$ cat src/rtl/led_pattern_arbiter_if.sv
// ============================================================================
// Module      : led_pattern_arbiter_if
// Description : Requester-side bundle for the LED pattern arbiter: request
//               levels, pattern words, grant/done/busy status and pin drives.
// Revision    : 1.0 - initial release
// ============================================================================
`default_nettype none

interface led_pattern_arbiter_if #(
    parameter int N_REQ        = 4,
    parameter int PATTERN_BITS = 8
);
    logic [N_REQ-1:0]              REQ;
    logic [N_REQ*PATTERN_BITS-1:0] PATTERN;
    logic [N_REQ-1:0]              GRANT;
    logic [N_REQ-1:0]              DONE;
    logic                          BUSY;
    logic                          LED;
    logic                          USBPU;

    modport master (
        output REQ, PATTERN,
        input  GRANT, DONE, BUSY, LED, USBPU
    );

    modport slave (
        input  REQ, PATTERN,
        output GRANT, DONE, BUSY, LED, USBPU
    );
endinterface

`default_nettype wire

$ cat src/rtl/led_pattern_arbiter.sv
// ============================================================================
// Module      : led_pattern_arbiter
// Description : Round-robin, non-preemptive owner of the single board LED;
//               plays the granted pattern one bit per tick, then a dark gap.
// Revision    : 1.0 - initial release
// ============================================================================
`default_nettype none

module led_pattern_arbiter #(
    parameter int N_REQ        = 4,
    parameter int PATTERN_BITS = 8,
    parameter int TICK_DIV     = 1600000,
    parameter int GAP_TICKS    = 2
) (
    input  logic                  CLK,
    input  logic                  RST_N,
    led_pattern_arbiter_if.slave  bus
);

    localparam int PSW = $clog2(TICK_DIV);
    localparam int BIW = (PATTERN_BITS > 1) ? $clog2(PATTERN_BITS) : 1;
    localparam int GCW = (GAP_TICKS > 1) ? $clog2(GAP_TICKS) : 1;
    localparam int PTW = $clog2(N_REQ);

    localparam logic [PSW-1:0] TICK_LAST = PSW'(TICK_DIV - 1);
    localparam logic [BIW-1:0] BIT_LAST  = BIW'(PATTERN_BITS - 1);
    localparam logic [GCW-1:0] GAP_LAST  = GCW'((GAP_TICKS > 0) ? GAP_TICKS - 1 : 0);

    typedef enum logic [1:0] {
        S_IDLE = 2'd0,
        S_PLAY = 2'd1,
        S_GAP  = 2'd2
    } state_t;

    state_t                  state_q,   state_d;
    logic [PSW-1:0]          presc_q,   presc_d;
    logic [BIW-1:0]          bit_idx_q, bit_idx_d;
    logic [GCW-1:0]          gap_cnt_q, gap_cnt_d;
    logic [PTW-1:0]          rr_ptr_q,  rr_ptr_d;
    logic [PATTERN_BITS-1:0] pat_q,     pat_d;
    logic [N_REQ-1:0]        grant_q,   grant_d;
    logic [N_REQ-1:0]        done_q,    done_d;
    logic                    busy_q,    busy_d;
    logic                    led_q,     led_d;

    logic                    w_tick;
    logic                    w_found;
    logic [PTW-1:0]          w_sel;
    logic [PTW-1:0]          w_cand;
    int                      w_sum;
    logic [PATTERN_BITS-1:0] w_pat_sel;
    logic [PATTERN_BITS-1:0] w_pat_shift;

    assign w_tick      = (presc_q == TICK_LAST);
    assign w_pat_sel   = PATTERN_BITS'(bus.PATTERN >> (w_sel * PATTERN_BITS));
    assign w_pat_shift = pat_q >> 1;

    // Scan starts just after the last owner so every requester gets a turn.
    always_comb begin
        w_found = 1'b0;
        w_sel   = '0;
        w_sum   = 0;
        w_cand  = '0;
        for (int k = 1; k <= N_REQ; k++) begin
            w_sum = int'(rr_ptr_q) + k;
            if (w_sum >= N_REQ) begin
                w_sum = w_sum - N_REQ;
            end
            w_cand = PTW'(w_sum);
            if (!w_found && bus.REQ[w_cand]) begin
                w_found = 1'b1;
                w_sel   = w_cand;
            end
        end
    end

    always_comb begin
        state_d   = state_q;
        presc_d   = w_tick ? '0 : presc_q + 1'b1;
        bit_idx_d = bit_idx_q;
        gap_cnt_d = gap_cnt_q;
        rr_ptr_d  = rr_ptr_q;
        pat_d     = pat_q;
        grant_d   = grant_q;
        done_d    = '0;
        busy_d    = busy_q;
        led_d     = led_q;

        case (state_q)
            S_IDLE: begin
                grant_d = '0;
                busy_d  = 1'b0;
                led_d   = 1'b0;
                if (w_found) begin
                    state_d   = S_PLAY;
                    presc_d   = '0;
                    bit_idx_d = '0;
                    rr_ptr_d  = w_sel;
                    pat_d     = w_pat_sel;
                    grant_d   = N_REQ'(1) << w_sel;
                    busy_d    = 1'b1;
                    led_d     = w_pat_sel[0];
                end
            end
            S_PLAY: begin
                if (w_tick) begin
                    if (bit_idx_q == BIT_LAST) begin
                        done_d    = grant_q;
                        grant_d   = '0;
                        led_d     = 1'b0;
                        gap_cnt_d = '0;
                        if (GAP_TICKS > 0) begin
                            state_d = S_GAP;
                        end else begin
                            state_d = S_IDLE;
                            busy_d  = 1'b0;
                        end
                    end else begin
                        bit_idx_d = bit_idx_q + 1'b1;
                        pat_d     = w_pat_shift;
                        led_d     = w_pat_shift[0];
                    end
                end
            end
            S_GAP: begin
                if (w_tick) begin
                    if (gap_cnt_q == GAP_LAST) begin
                        state_d = S_IDLE;
                        busy_d  = 1'b0;
                    end else begin
                        gap_cnt_d = gap_cnt_q + 1'b1;
                    end
                end
            end
            default: begin
                state_d = S_IDLE;
            end
        endcase
    end

    always_ff @(posedge CLK) begin
        if (!RST_N) begin
            state_q   <= S_IDLE;
            presc_q   <= '0;
            bit_idx_q <= '0;
            gap_cnt_q <= '0;
            rr_ptr_q  <= PTW'(N_REQ - 1);
            pat_q     <= '0;
            grant_q   <= '0;
            done_q    <= '0;
            busy_q    <= 1'b0;
            led_q     <= 1'b0;
        end else begin
            state_q   <= state_d;
            presc_q   <= presc_d;
            bit_idx_q <= bit_idx_d;
            gap_cnt_q <= gap_cnt_d;
            rr_ptr_q  <= rr_ptr_d;
            pat_q     <= pat_d;
            grant_q   <= grant_d;
            done_q    <= done_d;
            busy_q    <= busy_d;
            led_q     <= led_d;
        end
    end

    assign bus.GRANT = grant_q;
    assign bus.DONE  = done_q;
    assign bus.BUSY  = busy_q;
    assign bus.LED   = led_q;
    assign bus.USBPU = 1'b0;

endmodule

`default_nettype wire
$ cat src/flat_wrapper.sv
// flat-port wrapper written by rule: the top's interface ports become plain ports
module led_pattern_arbiter_flat 
#(
    parameter int N_REQ        = 4,
    parameter int PATTERN_BITS = 8,
    parameter int TICK_DIV     = 1600000,
    parameter int GAP_TICKS    = 2
)
  (CLK, RST_N, bus_REQ, bus_PATTERN, bus_GRANT, bus_DONE, bus_BUSY, bus_LED, bus_USBPU);
  led_pattern_arbiter_if #(.N_REQ(N_REQ), .PATTERN_BITS(PATTERN_BITS)) bus_i ();
  input  logic CLK;
  input  logic RST_N;
  input wire logic [$bits(bus_i.REQ)-1:0] bus_REQ;
  input wire logic [$bits(bus_i.PATTERN)-1:0] bus_PATTERN;
  output wire logic [$bits(bus_i.GRANT)-1:0] bus_GRANT;
  output wire logic [$bits(bus_i.DONE)-1:0] bus_DONE;
  output wire logic [$bits(bus_i.BUSY)-1:0] bus_BUSY;
  output wire logic [$bits(bus_i.LED)-1:0] bus_LED;
  output wire logic [$bits(bus_i.USBPU)-1:0] bus_USBPU;
  assign bus_i.REQ = bus_REQ;
  assign bus_i.PATTERN = bus_PATTERN;
  assign bus_GRANT = bus_i.GRANT;
  assign bus_DONE = bus_i.DONE;
  assign bus_BUSY = bus_i.BUSY;
  assign bus_LED = bus_i.LED;
  assign bus_USBPU = bus_i.USBPU;
  led_pattern_arbiter #(.N_REQ(N_REQ), .PATTERN_BITS(PATTERN_BITS), .TICK_DIV(TICK_DIV), .GAP_TICKS(GAP_TICKS)) u_core (.CLK(CLK), .RST_N(RST_N), .bus(bus_i));
endmodule
$ cat config.mk
export PLATFORM = sky130hd
export DESIGN_NAME = led_pattern_arbiter_flat
export DESIGN_NICKNAME = d
export VERILOG_FILES = /design/src/rtl/led_pattern_arbiter_if.sv /design/src/rtl/led_pattern_arbiter.sv /design/src/flat_wrapper.sv
export SDC_FILE = /design/constraint.sdc
export NUM_CORES = 1
export LEC_CHECK = 0
export CAP_MARGIN = 20
export CORE_UTILIZATION = 53
export CTS_BUF_LIST = sky130_fd_sc_hd__clkbuf_4 sky130_fd_sc_hd__clkbuf_8
export CTS_CLUSTER_DIAMETER = 120
export DETAILED_ROUTE_END_ITERATION = 8
export PLACE_DENSITY = 0.8
export SKIP_LAST_GASP = 1
export SLEW_MARGIN = 20
export SYNTH_ARGS = -nofsm -noshare
export SYNTH_HDL_FRONTEND = slang
export SYNTH_SLANG_ARGS = --single-unit
$ cat constraint.sdc
create_clock -name CLK -period 2.4 [get_ports CLK]
set_input_delay 0.48 -clock CLK [delete_from_list [all_inputs] [get_ports CLK]]
set_output_delay 0.48 -clock CLK [all_outputs]
set_load 0.005 [all_outputs]
### Routed metal per tile, run 1

(6 px per um) 14 x 14 tiles, from dark blue (low) to red (high), scaled to the fullest tile. Values are wire area over tile area, all layers added.
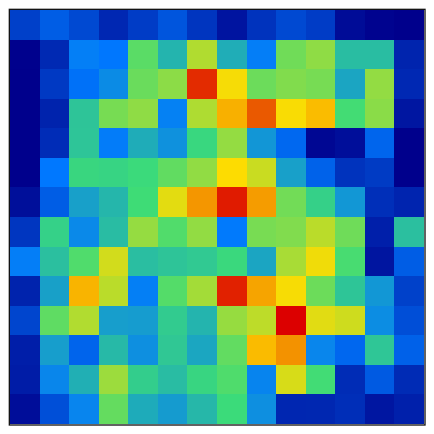
- densest ninth of the die: centre
- fullest tile: 0.43
- emptiest ninth of the die: north-west
- tiles over half the peak: 34%
- nearly empty tiles: 5.1%
- mean over tiles: 0.16

### Cell outlines without signal wires, run 1

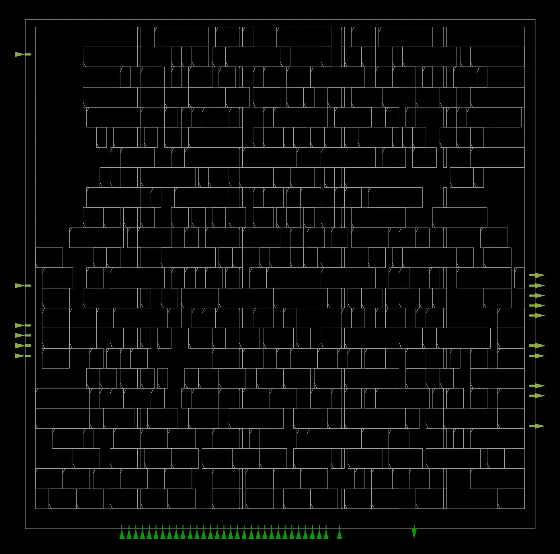
final core utilization: 0.7130
sequential share of cell area: 0.2987

==> out/writeup.txt, run 1 <==
The DRC violation total after the first TritonRoute iteration is 127. Most frequent logic cell in the layout: clkdlybuf4s50_1. The remaining antenna violation count after routing is 0.

The cell type with the largest total area after synthesis is dfxtp_1. In this run the tool buffered the top-level ports with 47 buffer cells. In this run the post-CTS setup repair buffer count came out at 0. The run gives 0 as the antenna diode count. The flow ran to the end, and the final reports show no timing, DRC or antenna violations. The final worst-path cycle share was 0.8716. The post-CTS hold buffer count recorded in the log is 0. The first global-routing pass estimated 8597 um of wire. Fraction of area in non-clock buffers: 0.2045.

With the global routing met2 resource utilization at 0.3722, the power density over the cells is 532.0 nW/um2. Max-cap violations in this run came to 0. Across all stage logs, warnings added up to 26.

The floorplan-stage core utilization is 0.5509. The sort of element at the end of the critical path is a register. According to the finish report, the design has a final net count of 382. The start point of the worst hold path was u_core.presc_q[0]$_SDFF_PN0_. The run gives 0.3866 for the post-synthesis sequential area ratio. Share of the synthesized area in the top cell type: 0.3866. The proportion of synthesized flip-flops having asynchronous set or reset was 0. The tools report the global-route met3 utilization as 0.04825. TritonCTS built the clock tree. According to the CTS report, the clock sink count is 46. Kind of cell adding the most delay to the critical path: buffers and inverters. In this run the critical register-to-register path is captured at u_core.bus.DONE[3]$_SDFF_PN0_. Setup repair after global routing left no endpoint under its margin. In this run, synthesis produced a sequential element count of 46. Per the TritonCTS log, the buffer count is 5. For reference, the post-synthesis area per instance comes to 8.388 um2. The run gives 80 ps for the clock transition at the registers of the reported paths. The count of final hold-check violations was 0; the tally of yosys warning messages was 0. The pin count of the biggest net entering global routing was 21; the reported leakage power was 1.179 nW.

Yosys mapped a number of flops with a built-in enable equal to 0. The run gives 45 as the distinct cell type count of the synthesized netlist. Final design area excluding fillers: 3083 um2. Delay of the slowest cell on the worst path: 510 ps. The biggest fanout along the worst timing path works out to 7. 49 I/O pins were placed. Transition time at the pin with the least slew margin: 599.5 ps. The critical path ends at u_core.pat_q[7]$_SDFFE_PN0P_. The script parses the final routing iteration and logs DRC violations as 0.

Routability-driven placement finished with a final weighted congestion of 0.8796. For the finished layout, the period the worst path requires is 2092 ps. The headroom to the max-slew limit was 0.5991.

The multi-input combinational area share works out to 0.4306.
### Metal layers overlaid, run 1

(6 px per um) Two of the layers only.
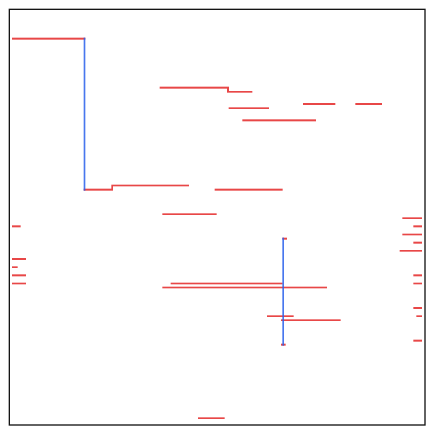
- red: met3 (wire length 182 um)
- blue: met4 (wire length 42.8 um)
GRT Total Usage: 0.2189
number of vias in the routed layout: 2115

-- run 1: cell usage after synthesis (3+ instances only) --
library cell	instances
a21oi_1	11
and2_1	10
and3_1	10
buf_2	5
buf_4	4
clkbuf_1	5
dfxtp_1	46
ha_1	3
inv_1	13
mux2_2	5
mux2i_1	13
nand2_1	20
nand2b_1	3
nand3_1	22
nand4_1	5
nor2_1	36
nor3_1	4
o21ai_0	7
o21ai_1	14
o22ai_1	3
xnor2_1	9
xor2_1	9
-- run 1: worst reg2reg max path: stages (launching register included) --
cell,delay [ps]
dfxtp_1,390
ha_1,220
nand4_1,220
nor3_2,270
buf_4,160
and3_1,170
nand2_1,150
nor2_1,260
and2_1,160
-- run 1: metrics by stage --
step	util	setup slack, ps	std cells	total power, mW
finish	0.7130	308.1	394	1.640
global placement	0.6921	60.42	386	1.181
floorplan	-	525.9	284	1.033
CTS	0.7130	326.6	394	1.654
detailed placement	0.6921	1.738	386	1.188
global route	0.7130	132.2	394	1.719
-- run 1: report_power, final --
group          internal (mW)  switching (mW)  total (mW)
registers              0.795          0.0266       0.822
logic                  0.204           0.146       0.350
clock network          0.205           0.264       0.469
-- run 1: layer usage --
layer / routed length [um] / vias up
met3: 182 / 4
met2: 2410 / 45
met5: 0 / -
li1: - / 1086
met1: 2364 / 980
met4: 42 / 0
-- run 1: kinds of logic (layout without fill, tap and decap cells) --
kind of cell / after synthesis / after routing / synth area share
AND-OR/OR-AND: 45 / 45 / 0.1145
XOR/XNOR: 18 / 18 / 0.06618
adder cells (fa/ha/maj): 3 / 3 / 0.01576
buffers and inverters: 28 / 86 / 0.05620
flip-flops: 46 / 46 / 0.3866
multiplexers: 20 / 20 / 0.09243
other: 1 / 1 / 0.001574
AND/OR/NAND/NOR: 123 / 123 / 0.2668
### Port wiring, run 1

(6 px per um)
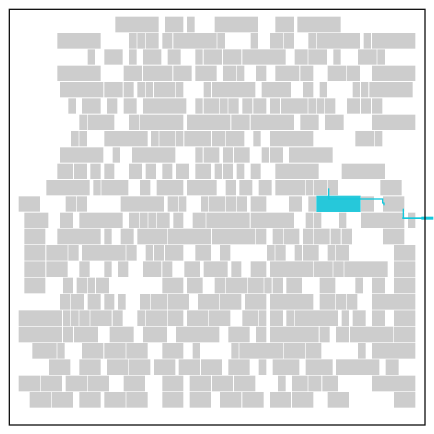

==> run 1 -> run 2 <==
--- a/config.mk
+++ b/config.mk
@@ -6,11 +6,11 @@
 export NUM_CORES = 1
 export LEC_CHECK = 0
 export CAP_MARGIN = 20
-export CORE_UTILIZATION = 53
-export CTS_BUF_LIST = sky130_fd_sc_hd__clkbuf_4 sky130_fd_sc_hd__clkbuf_8
+export CORE_UTILIZATION = 51
+export CTS_BUF_LIST = sky130_fd_sc_hd__clkbuf_4 sky130_fd_sc_hd__clkbuf_8 sky130_fd_sc_hd__clkbuf_16
 export CTS_CLUSTER_DIAMETER = 120
 export DETAILED_ROUTE_END_ITERATION = 8
-export PLACE_DENSITY = 0.8
+export PLACE_DENSITY = 0.78
 export SKIP_LAST_GASP = 1
 export SLEW_MARGIN = 20
 export SYNTH_ARGS = -nofsm -noshare
==> constraint.sdc (replaced) <==
create_clock -name CLK -period 2 [get_ports CLK]
set_input_delay 0.4 -clock CLK [delete_from_list [all_inputs] [get_ports CLK]]
set_output_delay 0.4 -clock CLK [all_outputs]
set_load 0.005 [all_outputs]
### Port wiring, run 2

(6 px per um)
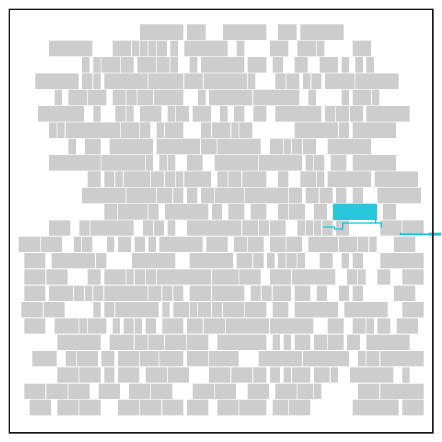
- cyan: `bus_BUSY` (direction output; edge east; end cells 1; wire 17.7 um)
number of I/O port buffers: 47
number of ports placed on the die boundary: 49

==> out/writeup.txt, run 2 <==
The run finished with clean final reports. Ranked by instance count, the synthesized netlist is headed by dfxtp_1, nor2_1, nand3_1. Once the clock tree was built, the setup fixing pass inserted 0 buffers. Synthesis instantiated 45 different standard cells from the library. Broken down by cell family, the worst path's largest delay share belongs to simple AND/OR/NAND/NOR gates.

Once routing completed, OpenROAD measured the worst setup slack at 3.824 ps. The via count of the routed design is 2162. For this run, the script counts the antenna cells in the layout as 0. The internal power of the cells totals 1.502 mW. Looking at the worst setup and hold paths, the clock pins of their registers show a slew of 80 ps.

STA classifies the critical path endpoint as a register. The transition time at the pin with the least slew margin was 589.6 ps; the clock group power was 0.596 mW. In this run the remaining antenna-violating nets after routing total 0. The run gives 0.1145 for the compound-gate portion of the synthesized area. The largest part of the power goes to registers.

For the final design area excluding fillers, the log shows 3273 um2. The post-synthesis sequential area ratio was 0.3866; the net count of the finished layout was 388. The pin count of the biggest net entering global routing is 21, and the pre-CTS setup slack is -287.9 ps. Setup repair after global routing could not meet its margin everywhere. Final worst-path cycle share: 0.9981. The tools report the power drawn by the combinational cells as 0.449 mW. The switching portion of total power is 0.2588, and the post-layout utilization of the core is 0.7415. The report lists the power per cell area as 619.0 nW/um2. Biggest combinational cell group after synthesis: simple AND/OR/NAND/NOR gates. The most frequent logic cell in the layout is clkdlybuf4s50_1.

The proportion of power drawn by the clock network came out at 0.294. The share of the synthesized area in the top cell type was 0.3866; the delay of the slowest cell on the worst path was 620 ps.
[run 2: cell types whose count changed in the layout (fill, tap and decap cells not counted), sizes merged]
cell / before / now
buf: 18 / 22
clkbuf: 5 / 9
clkdlybuf4s50: 47 / 46
clkinv: 2 / 1
clkinvlp: 1 / 0
dlymetal6s2s: 0 / 1
[run 2: kinds of logic (layout without fill, tap and decap cells)]
logic type | Yosys count | after routing
AOI/OAI and AO/OA | 45 | 45
xor gates and xnor gates | 18 | 18
adders and majority gates | 3 | 3
buffers and inverters | 28 | 92
DFF | 46 | 46
muxes | 20 | 20
other | 1 | 1
and+or+nand+nor | 123 | 123
[run 2: path summary, 6_finish.rpt]
kind | from | end | cells past startpoint
max reg2reg | u_core.presc_q[0]$_SDFF_PN0_ | u_core.pat_q[2]$_SDFFE_PN0P_ | 8
max | bus_REQ[3] | u_core.pat_q[2]$_SDFFE_PN0P_ | 6
min | u_core.bus.GRANT[2]$_SDFFE_PN0P_ | u_core.bus.GRANT[2]$_SDFFE_PN0P_ | 2
min reg2reg | u_core.bus.GRANT[2]$_SDFFE_PN0P_ | u_core.bus.GRANT[2]$_SDFFE_PN0P_ | 2
[run 2: routing by layer]
metal | GRT usage | vias up | wire length [um]
li1 | - | 1098 | -
met1 | 0.2860 | 1006 | 2504
met2 | 0.3735 | 41 | 2749
met3 | 0.04618 | 17 | 167
met4 | 0.1133 | 0 | 168
met5 | 0 | - | 0
[run 2: final cells by class]
class,count,area [um2],area share
multi-input combinational,210,1413,0.4316
sequential,46,925.9,0.2829
timing repair buffer,71,725.7,0.2217
clock buffer,7,90.09,0.02752
tap,52,65.06,0.01988
inverter,13,48.80,0.01491
clock inverter,1,5.005,0.001529
[run 2: tightest hold or removal path: stages, from the launching register on]
cell and delay (ps):
dfxtp_1 320, nand2_1 50, o21ai_0 60
### Metal layers overlaid, run 2

(6 px per um) Two of the layers only.
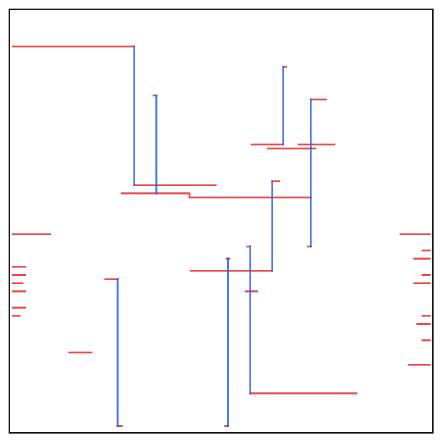

==> run 2 -> run 3 <==
==> constraint.sdc (replaced) <==
create_clock -name CLK -period 2.23 [get_ports CLK]
set_input_delay 0.446 -clock CLK [delete_from_list [all_inputs] [get_ports CLK]]
set_output_delay 0.446 -clock CLK [all_outputs]
set_load 0.005 [all_outputs]
### Metal layers overlaid, run 3

(6 px per um) Two of the layers only.
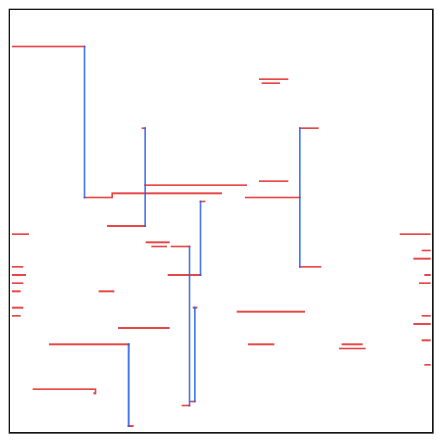
- blue: met4 (wire length 133 um)
- red: met3 (wire length 190 um)
Avg WL per Cell: 12.77 um
number of vias in the routed layout: 2133
Total Wirelength: 5017 um

==> out/writeup.txt, run 3 <==
The clock net sink count was 46. The run gives 0 as the count of final hold-check violations. TritonCTS built the clock tree.

The global-route wire length before repair was 9039 um. The combinational power reported by the tool is 0.377 mW. The flip-flop and latch count after synthesis is 46. Max-cap violations in this run came to 0. Per the post-route antenna check, the number of violating nets is 0. Of all power groups, the one with the highest power is registers.

Total power draw: 1.874 mW. The tools report the proportion of power drawn by the clock network as 0.330. Per the detail_route log, met2 wirelength is 2333 um. The post-layout utilization of the core is 0.7092, and the net switching power is 0.4434 mW.

Per the cell usage report, the commonest logic cell in the layout is clkdlybuf4s50_1. After synthesis, the mean cell area works out to 8.388 um2. The cell type with the largest total area after synthesis was dfxtp_1. For the sequential group, total power comes out at 0.879 mW. Setup repair after global routing left no endpoint under its margin. The leakage component of the power was reported as 1.205 nW. The global routing met2 resource utilization is 0.3714, and the total number of warnings across the stage logs is 26. The run gives 0 for the post-route DRC violation count. The tools report the number of hold-repair buffers added at the cts stage as 0. Sorting the synthesis cell report by count puts at the top dfxtp_1. In the synthesized netlist, the cells that appear most often are dfxtp_1, nor2_1, nand3_1. The run gives 0.05195 for the global-route met3 utilization. The global router reports that the layer with the highest usage is met2. The proportion of synthesized flip-flops having asynchronous set or reset is 0. The post-synthesis sequential area ratio was 0.3866.

The run gives 0.6326 for the headroom to the max-slew limit. For the clock group, total power comes out at 0.618 mW. Entering global routing, the biggest net connects 21 pins.

The transition time recorded at the tightest slew-check pin is 549.1 ps. Top layer used by detailed routing: met4. The run gives 0.2804 for the met1 usage in global routing. The run gives 0.201 as the relative contribution of combinational cells to total power. The run finished with clean final reports. 0 antenna diodes ended up in the layout. The run gives 0.2279 as the all-layer global routing usage. Floorplan-stage core utilization: 0.5397. In this run the post-CTS setup repair buffer count came out at 0. Final worst-path cycle share: 0.9006. RePlAce ended its routability-driven mode at a weighted congestion of 0.7995. The part of the power in registers is 0.469. The clock transition at the registers of the reported paths works out to 80 ps. Subtracting the final worst setup slack from the clock period gives 2008 ps. The final report lists a non-filler cell total of 393.

The DRC violation total after the first TritonRoute iteration came out at 133.
run 3: cell types whose count changed in the layout (fill, tap and decap cells not counted), sizes merged:
cell	before	now
clkdlybuf4s50	46	47
clkinv	1	0
dlymetal6s2s	1	0
clkbuf	9	6
buf	22	18
bufinv	0	1
run 3: per-stage QoR:
stage          worst slack, ps  area [um2]
6_report                 221.7        3131
5_1_grt                  70.28        3131
4_1_cts                  224.5        3131
3_5_place_dp            -101.8        3018
3_3_place_gp            -63.51        3018
2_1_floorplan            389.9        2382
run 3: path summary, 6_finish.rpt:
check / to / depth (start not counted)
setup / recovery: u_core.pat_q[7]$_SDFFE_PN0P_ / 7
hold / removal: u_core.presc_q[0]$_SDFF_PN0_ / 1
setup reg to reg: u_core.bus.GRANT[1]$_SDFFE_PN0P_ / 8
hold reg to reg: u_core.presc_q[0]$_SDFF_PN0_ / 1
run 3: cells by family (layout without fill, tap and decap cells):
kind of cell | count (synthesis) | after routing | share of synthesized area
and+or+nand+nor | 123 | 123 | 0.2668
DFF | 46 | 46 | 0.3866
AOI/OAI and AO/OA | 45 | 45 | 0.1145
buffers and inverters | 28 | 85 | 0.05620
muxes | 20 | 20 | 0.09243
xor gates and xnor gates | 18 | 18 | 0.06618
adders and majority gates | 3 | 3 | 0.01576
other | 1 | 1 | 0.001574
run 3: final cells by class:
type | count | area (um2)
Multi-Input combinational cell | 210 | 1328
Clock buffer | 6 | 82.58
Sequential cell | 46 | 920.9
Tap cell | 52 | 65.06
Clock inverter | 1 | 30.03
Timing Repair Buffer | 65 | 655.6
Fill cell | 341 | 1284
Inverter | 13 | 48.80
run 3: critical path, cell delays in order:
cell and delay [ps]:
clkdlybuf4s50_1 490, and2b_1 200, a21oi_1 140, o221a_4 270
mux4_2 500, nand3_1 90, nand2_1 60
Power figures rest on the tool's default switching activity, not on a simulated workload.
